File: config.mk
export PLATFORM = sky130hd
export DESIGN_NAME = clock_bcd_display
export DESIGN_NICKNAME = d
export VERILOG_FILES = /design/src/rtl/clock_bcd_display.sv
export SDC_FILE = /design/constraint.sdc
export NUM_CORES = 1
export LEC_CHECK = 0
export CORE_MARGIN = 5
export CORE_UTILIZATION = 57
export DETAILED_ROUTE_END_ITERATION = 10
export DONT_BUFFER_PORTS = 1
export GPL_TIMING_DRIVEN = 0
export PLACE_DENSITY_LB_ADDON = 0.05
export SYNTH_ARGS = -nofsm -noshare
export SYNTH_HDL_FRONTEND = slang
export SYNTH_SLANG_ARGS = --single-unit
File: constraint.sdc
create_clock -name clk -period 1.9 [get_ports clk]
set_input_delay 0.19 -clock clk [delete_from_list [all_inputs] [get_ports clk]]
set_output_delay 0.19 -clock clk [all_outputs]
set_load 0.01 [all_outputs]
File: src/rtl/clock_bcd_display.sv
// Display back-end: snapshots {hour,min,sec} and converts each field to BCD with a
// sequential shift-add-3 engine. Drives a six-digit multiplexed seven-segment display.
module clock_bcd_display #(
  parameter int unsigned SCAN_DIV = 1000
) (
  input  logic       clk,
  input  logic       rst,
  input  logic [7:0] sec,
  input  logic [7:0] min,
  input  logic [7:0] hour,
  output logic [6:0] seg,
  output logic [5:0] an,
  output logic       dp,
  output logic       busy
);

  localparam int unsigned PW = (SCAN_DIV > 2) ? $clog2(SCAN_DIV) : 1;

  typedef enum logic [1:0] {
    IDLE,
    CONV,
    COMMIT
  } state_t;

  state_t          state, state_nxt;
  logic [23:0]     snap;
  logic [1:0]      fld;
  logic [2:0]      bcnt;
  logic [11:0]     bcd;
  logic [3:0]      stg [6];
  logic [3:0]      d   [6];
  logic [PW-1:0]   presc;
  logic [2:0]      idx;

  logic            load_c, step_c, commit_c;
  logic [7:0]      field_val_c;
  logic            field_bit_c;
  logic [11:0]     bcd_adj_c;
  logic [11:0]     bcd_shf_c;
  logic            last_bit_c;
  logic            sat_c;
  logic [2:0]      stg_lo_c, stg_hi_c;

  // Active-low gfedcba code for one BCD digit; anything else blanks the digit.
  function automatic logic [6:0] seg_code(input logic [3:0] v);
    case (v)
      4'd0:    seg_code = 7'b1000000;
      4'd1:    seg_code = 7'b1111001;
      4'd2:    seg_code = 7'b0100100;
      4'd3:    seg_code = 7'b0110000;
      4'd4:    seg_code = 7'b0011001;
      4'd5:    seg_code = 7'b0010010;
      4'd6:    seg_code = 7'b0000010;
      4'd7:    seg_code = 7'b1111000;
      4'd8:    seg_code = 7'b0000000;
      4'd9:    seg_code = 7'b0010000;
      default: seg_code = 7'b1111111;
    endcase
  endfunction

  // One double-dabble step on the scratch: add 3 to nibbles >= 5, then shift in the field MSB.
  always_comb begin
    case (fld)
      2'd0:    field_val_c = snap[7:0];
      2'd1:    field_val_c = snap[15:8];
      default: field_val_c = snap[23:16];
    endcase
    field_bit_c = field_val_c[3'd7 - bcnt];
    for (int i = 0; i < 3; i++) begin
      bcd_adj_c[i*4 +: 4] = (bcd[i*4 +: 4] >= 4'd5) ? 4'(bcd[i*4 +: 4] + 4'd3) : bcd[i*4 +: 4];
    end
    bcd_shf_c  = 12'({bcd_adj_c, field_bit_c});
    last_bit_c = (bcnt == 3'd7);
    sat_c      = (bcd_shf_c[11:8] != 4'd0);
    stg_lo_c   = {fld, 1'b0};
    stg_hi_c   = {fld, 1'b1};
  end

  // State register.
  always_ff @(posedge clk) begin
    if (rst) state <= IDLE;
    else     state <= state_nxt;
  end

  // Next-state and control strobes.
  always_comb begin
    state_nxt = state;
    load_c    = 1'b0;
    step_c    = 1'b0;
    commit_c  = 1'b0;
    case (state)
      IDLE: begin
        if ({hour, min, sec} != snap) begin
          load_c    = 1'b1;
          state_nxt = CONV;
        end
      end
      CONV: begin
        step_c = 1'b1;
        if (last_bit_c && (fld == 2'd2)) state_nxt = COMMIT;
      end
      COMMIT: begin
        commit_c  = 1'b1;
        state_nxt = IDLE;
      end
      default: state_nxt = IDLE;
    endcase
  end

  // Conversion datapath: snapshot, scratch, staging and display registers.
  always_ff @(posedge clk) begin
    if (rst) begin
      snap <= '0;
      fld  <= '0;
      bcnt <= '0;
      bcd  <= '0;
      busy <= 1'b0;
      for (int i = 0; i < 6; i++) begin
        stg[i] <= '0;
        d[i]   <= '0;
      end
    end else begin
      busy <= (state_nxt != IDLE);
      if (load_c) begin
        snap <= {hour, min, sec};
        fld  <= '0;
        bcnt <= '0;
        bcd  <= '0;
      end
      if (step_c) begin
        bcnt <= 3'(bcnt + 3'd1);
        if (last_bit_c) begin
          bcd           <= '0;
          fld           <= 2'(fld + 2'd1);
          stg[stg_lo_c] <= sat_c ? 4'd9 : bcd_shf_c[3:0];
          stg[stg_hi_c] <= sat_c ? 4'd9 : bcd_shf_c[7:4];
        end else begin
          bcd <= bcd_shf_c;
        end
      end
      if (commit_c) begin
        for (int i = 0; i < 6; i++) d[i] <= stg[i];
      end
    end
  end

  // Scan prescaler, digit index and registered display drive.
  always_ff @(posedge clk) begin
    if (rst) begin
      presc <= '0;
      idx   <= '0;
      an    <= 6'b111110;
      seg   <= 7'b1000000;
      dp    <= 1'b1;
    end else begin
      if (presc == PW'(SCAN_DIV - 1)) begin
        presc <= '0;
        idx   <= (idx == 3'd5) ? 3'd0 : 3'(idx + 3'd1);
      end else begin
        presc <= PW'(presc + PW'(1));
      end
      an  <= ~(6'd1 << idx);
      seg <= seg_code(d[idx]);
      dp  <= ~((idx == 3'd2) || (idx == 3'd4));
    end
  end

endmodule

==> images/clocks.png <==
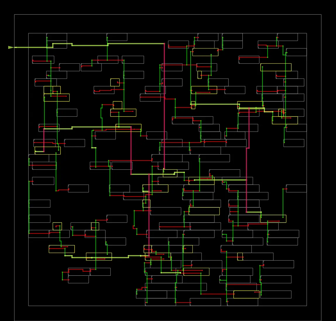
Flop Count: 122
Sinks on Clock Net: 122

==> images/io_placement.png <==
Scale: 2 px per um. Pins as bars across the die edge, other pins in gray.
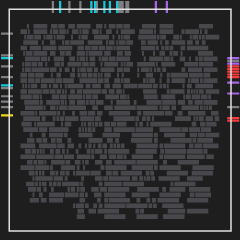
port	color	pins	direction	edge
`seg`	red	7	output	east
`sec`	cyan	8	input	6 north, 2 west
`busy`	yellow	1	output	west
`an`	purple	6	output	4 east, 2 north

==> images/clk_routes.png <==
Scale: 4 px per um.
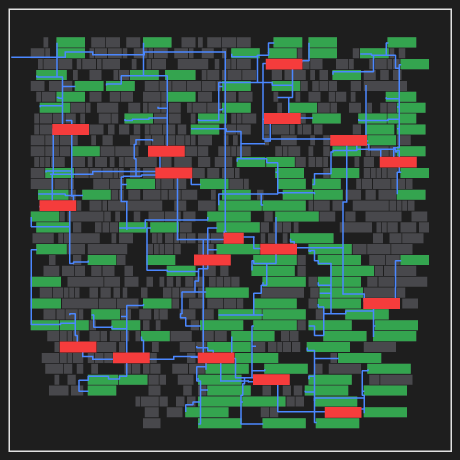
[clock drivers] red | count: 17
[clock wires] blue | length: 1,490 um
[flip-flops] green | count: 122
flops lie	all over the die
routed clock nets	18

==> images/placement_by_type.png <==
Scale: 3 px per um. Fill, decap, tap and diode cells in gray.
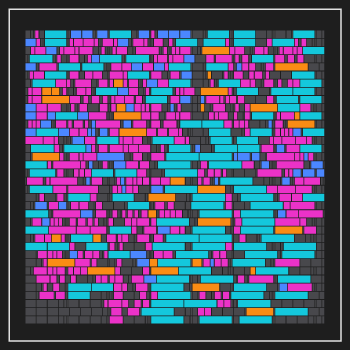
class	color	cells
flops	cyan	122
other buffers and delay cells	blue	71
combinational and other logic	magenta	390
clock drivers and dummy loads	orange	32

==> images/layer_met2.png <==
Scale: 3 px per um. Cells faint in the background.
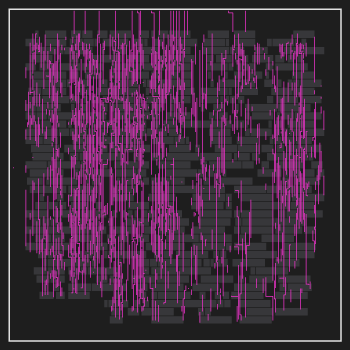
nets with wire on the layer	542
share of all routed wire	49%
longest straight run	45.2 um
main direction	vertical

==> flow_summary_export.csv <==
group,metric,value,unit
route,num_vias,4276,
timing,max_clock_freq,511,MHz
route,drt_first_iter_violations,301,
run,maxCapViolCount,0,
synthesis,ys_sh_aoi,10.8,%
worst_setup_path,critPathLaunchType,"register",
pwr,vdd.ir_drop.worst,0.787,mV
synthesis,numSynthFlops,122,
synthesis,post-synth-top-area-cell,"dfxtp_1",
timing,max_slew.worst_pin.slew,0.757,ns
final_layout,fin_util,74.1,%
final_layout,area_delta_synth_final,26.8,%
final_layout,fill_cells,663,
final_layout,final_cell_area,7240,um^2
run,total_tool_warning_count,38,
synthesis,yosys.area_share.xor_xnor,5.21,%
placement,dpl-instance-area,5920,um^2
final_layout,finish.net_count,646,
pwr,leakage,2.82,nW
timing,setup_violations,9,
global_route,groute.usage.overall,23.8,%
route,post_drt_wl_per_cell,18.1,um
worst_setup_path,critical_path_required,2.32,ns
timing,finalClockSkew,0.00878,ns
floorplan,fp.coreArea,9770,um^2
floorplan,chipArea,12100,um^2
pwr,power.net_switching,1.54,mW
final_layout,layoutNonFillerInstCount,748,
placement,dp.final_hpwl,8640,um
pwr,p_clk_share,47.5,%
global_route,first_global_vias,4311,
pwr,sw_frac_of_total,23.9,%
global_route,grt_antenna_before_repair,0,
clocking,clock.latency.late_pin,0.53,ns
worst_setup_path,worstPathMaxFanout,5,
clocking,cts_tree,"done",
final_layout,drive_above_1_share,24.2,%
synthesis,ys_sh_adder,3.94,%
synthesis,yosys-top-cells-area,"dfxtp_1, edfxtp_1, mux2i_1, nand2_1, ha_1",
synthesis,yosys.stat.chipArea,5710,um^2
synthesis,yosysWarningCount,0,
timing,hold-worst-slack,0.158,ns
floorplan,floorplan.die.width,110,um
synthesis,synth.yosys.seq_area_share,51.2,%
final_layout,antenna-diode-count,0,
synthesis,synthesized_area_divided_by_synthesized_cell_count,10.6,um^2
synthesis,synth_cells,541,
timing,timing.final.max_slew_violations,0,
global_route,globalRouteOverflowTotal,0,
placement,place_inst,674,
route,ant_nets,0,
synthesis,yosys-stat-cells,541,
worst_setup_path,critical_path_arrival,2.37,ns
status,failing_checks,"negative setup slack",
synthesis,mappedNetlistNets,585,
synthesis,netlist_logic_family_top,"simple AND/OR/NAND/NOR gates",
worst_setup_path,setup_crit_end_kind,"register",
timing,layout_setup_ws,-0.0555,ns
pwr,share_seq_of_total_power,44.9,%
timing,rsz0062_at_grt,"yes",
synthesis,synth.top_cell.area_share,25.9,%
route,wl,13500,um
clocking,cts_inserted_buffers,17,
timing,worst_slew_margin_rel,49.5,%
pwr,relative_contribution_of_combinational_cells_to_total_power,7.6,%
synthesis,synthDistinctLibCells,59,
status,status,"finished with violations",
synthesis,simple_gate_share,16.6,%
min_path,whs_path_depth,4,
pwr,cell_internal_pwr,4.89,mW
synthesis,synth-async-reset-ratio,0,%
min_path,hold_path_end,"bcd[10]$_SDFFE_PP0P_",
worst_setup_path,crit-reg2reg-capture,"seg[6]$_SDFF_PP1_",
synthesis,synth_top_flop_cell,"dfxtp_1",
worst_setup_path,worst-setup-path-type,"reg2reg",
-- worst max-delay path by stage --
stage | from | endpoint | slack, ns | cells after the start
after floorplan | register | seg[6]$_SDFF_PP1_ | -0.003 | 8
after global placement | rst | d[2][1]$_SDFFCE_PN0P_ | -0.53 | 5
after detailed placement | rst | d[0][1]$_SDFFCE_PN0P_ | -0.60 | 5
after CTS | fld[0]$_SDFF_PP0_ | stg[2][0]$_SDFFCE_PN0P_ | -0.06 | 7
after global routing | register | seg[6]$_SDFF_PP1_ | -0.17 | 8
final | register | seg[6]$_SDFF_PP1_ | -0.06 | 8
-- logic make-up after synthesis --
| group | count (synthesis) |
|---|---|
| AND-OR/OR-AND | 92 |
| XOR/XNOR | 34 |
| adder cells (fa/ha/maj) | 18 |
| buffers and inverters | 48 |
| flip-flops | 122 |
| multiplexers | 40 |
| AND/OR/NAND/NOR | 187 |
-- critical path, cell delays in order (launching register included) --
cell and delay, ns:
dfxtp_2 0.32, buf_6 0.11, mux4_2 0.54, mux2i_4 0.20
inv_2 0.09, ha_4 0.16, mux2i_1 0.18, nand2_1 0.08
a21o_1 0.15
-- what timing repair did --
action                                  CTS  global route
buffers inserted                         12             5
cloned                                    1             1
pin swaps                                15            13
hold buffers                             24             0
gates resized                            47            55
hold endpoints to repair                 24             0
endpoints found under the setup margin  116            93
-- per-layer routing --
| layer | up-vias | wire length [um] | global-route usage, % | part of all wire (%) |
|---|---|---|---|---|
| li1 | 2066 | - | - | - |
| met1 | 2063 | 5810 | 30.0 | 43 |
| met2 | 122 | 6680 | 38.1 | 49 |
| met3 | 25 | 790 | 6.70 | 5.8 |
| met4 | 0 | 250 | 11.0 | 1.8 |
| met5 | - | 0 | 0 | 0 |
-- synth_stat cells (all sizes together) (2+ instances only) --
cell type	count
xnor2	9
nor3b	5
dfxtp	74
a22oi	4
xor2	25
a221oi	4
a41o	2
a22o	2
buf	11
a2111oi	3
and4	2
nor4	5
nand2	67
and3	20
o311ai	2
nor2	23
mux4	4
a211o	2
o2111ai	2
a21oi	36
a21o	2
nand2b	6
o41ai	4
and2	25
edfxtp	48
ha	18
a31oi	2
nand4b	2
nand4	4
o31ai	4
o21ai	13
inv	19
or3	5
nand3	18
clkbuf	18
o22ai	4
nor2b	2
mux2	3
mux2i	33
-- flip-flops by register name, summed over array words and instances, names as in the netlist, named ones only --
signal  cells
stg        24
bcnt        3
fld         2
d          24
seg         7
an          6
busy        1
state       2
snap       24
idx         3
dp          1
bcd        12
presc      10
-- cell type report --
| class | count | area [um^2] | area share (%) |
|---|---|---|---|
| Clock buffer | 18 | 418 | 5.77 |
| Multi-Input combinational cell | 371 | 2900 | 40.0 |
| Inverter | 19 | 76.3 | 1.05 |
| Tap cell | 133 | 166 | 2.30 |
| Clock inverter | 14 | 148 | 2.04 |
| Sequential cell | 122 | 2940 | 40.6 |
| Timing Repair Buffer | 43 | 402 | 5.54 |
| Buffer | 28 | 198 | 2.73 |
-- power by group through the flow --
stage	Combinational (mW)	Sequential, mW	Clock (mW)
floorplan	0.292	2.91	0
global placement	0.367	2.93	0
detailed placement	0.374	2.93	0
CTS	0.445	2.88	3.08
global route	0.531	2.89	3.24
finish	0.490	2.88	3.05
Power figures rest on the tool's default switching activity, not on a simulated workload.
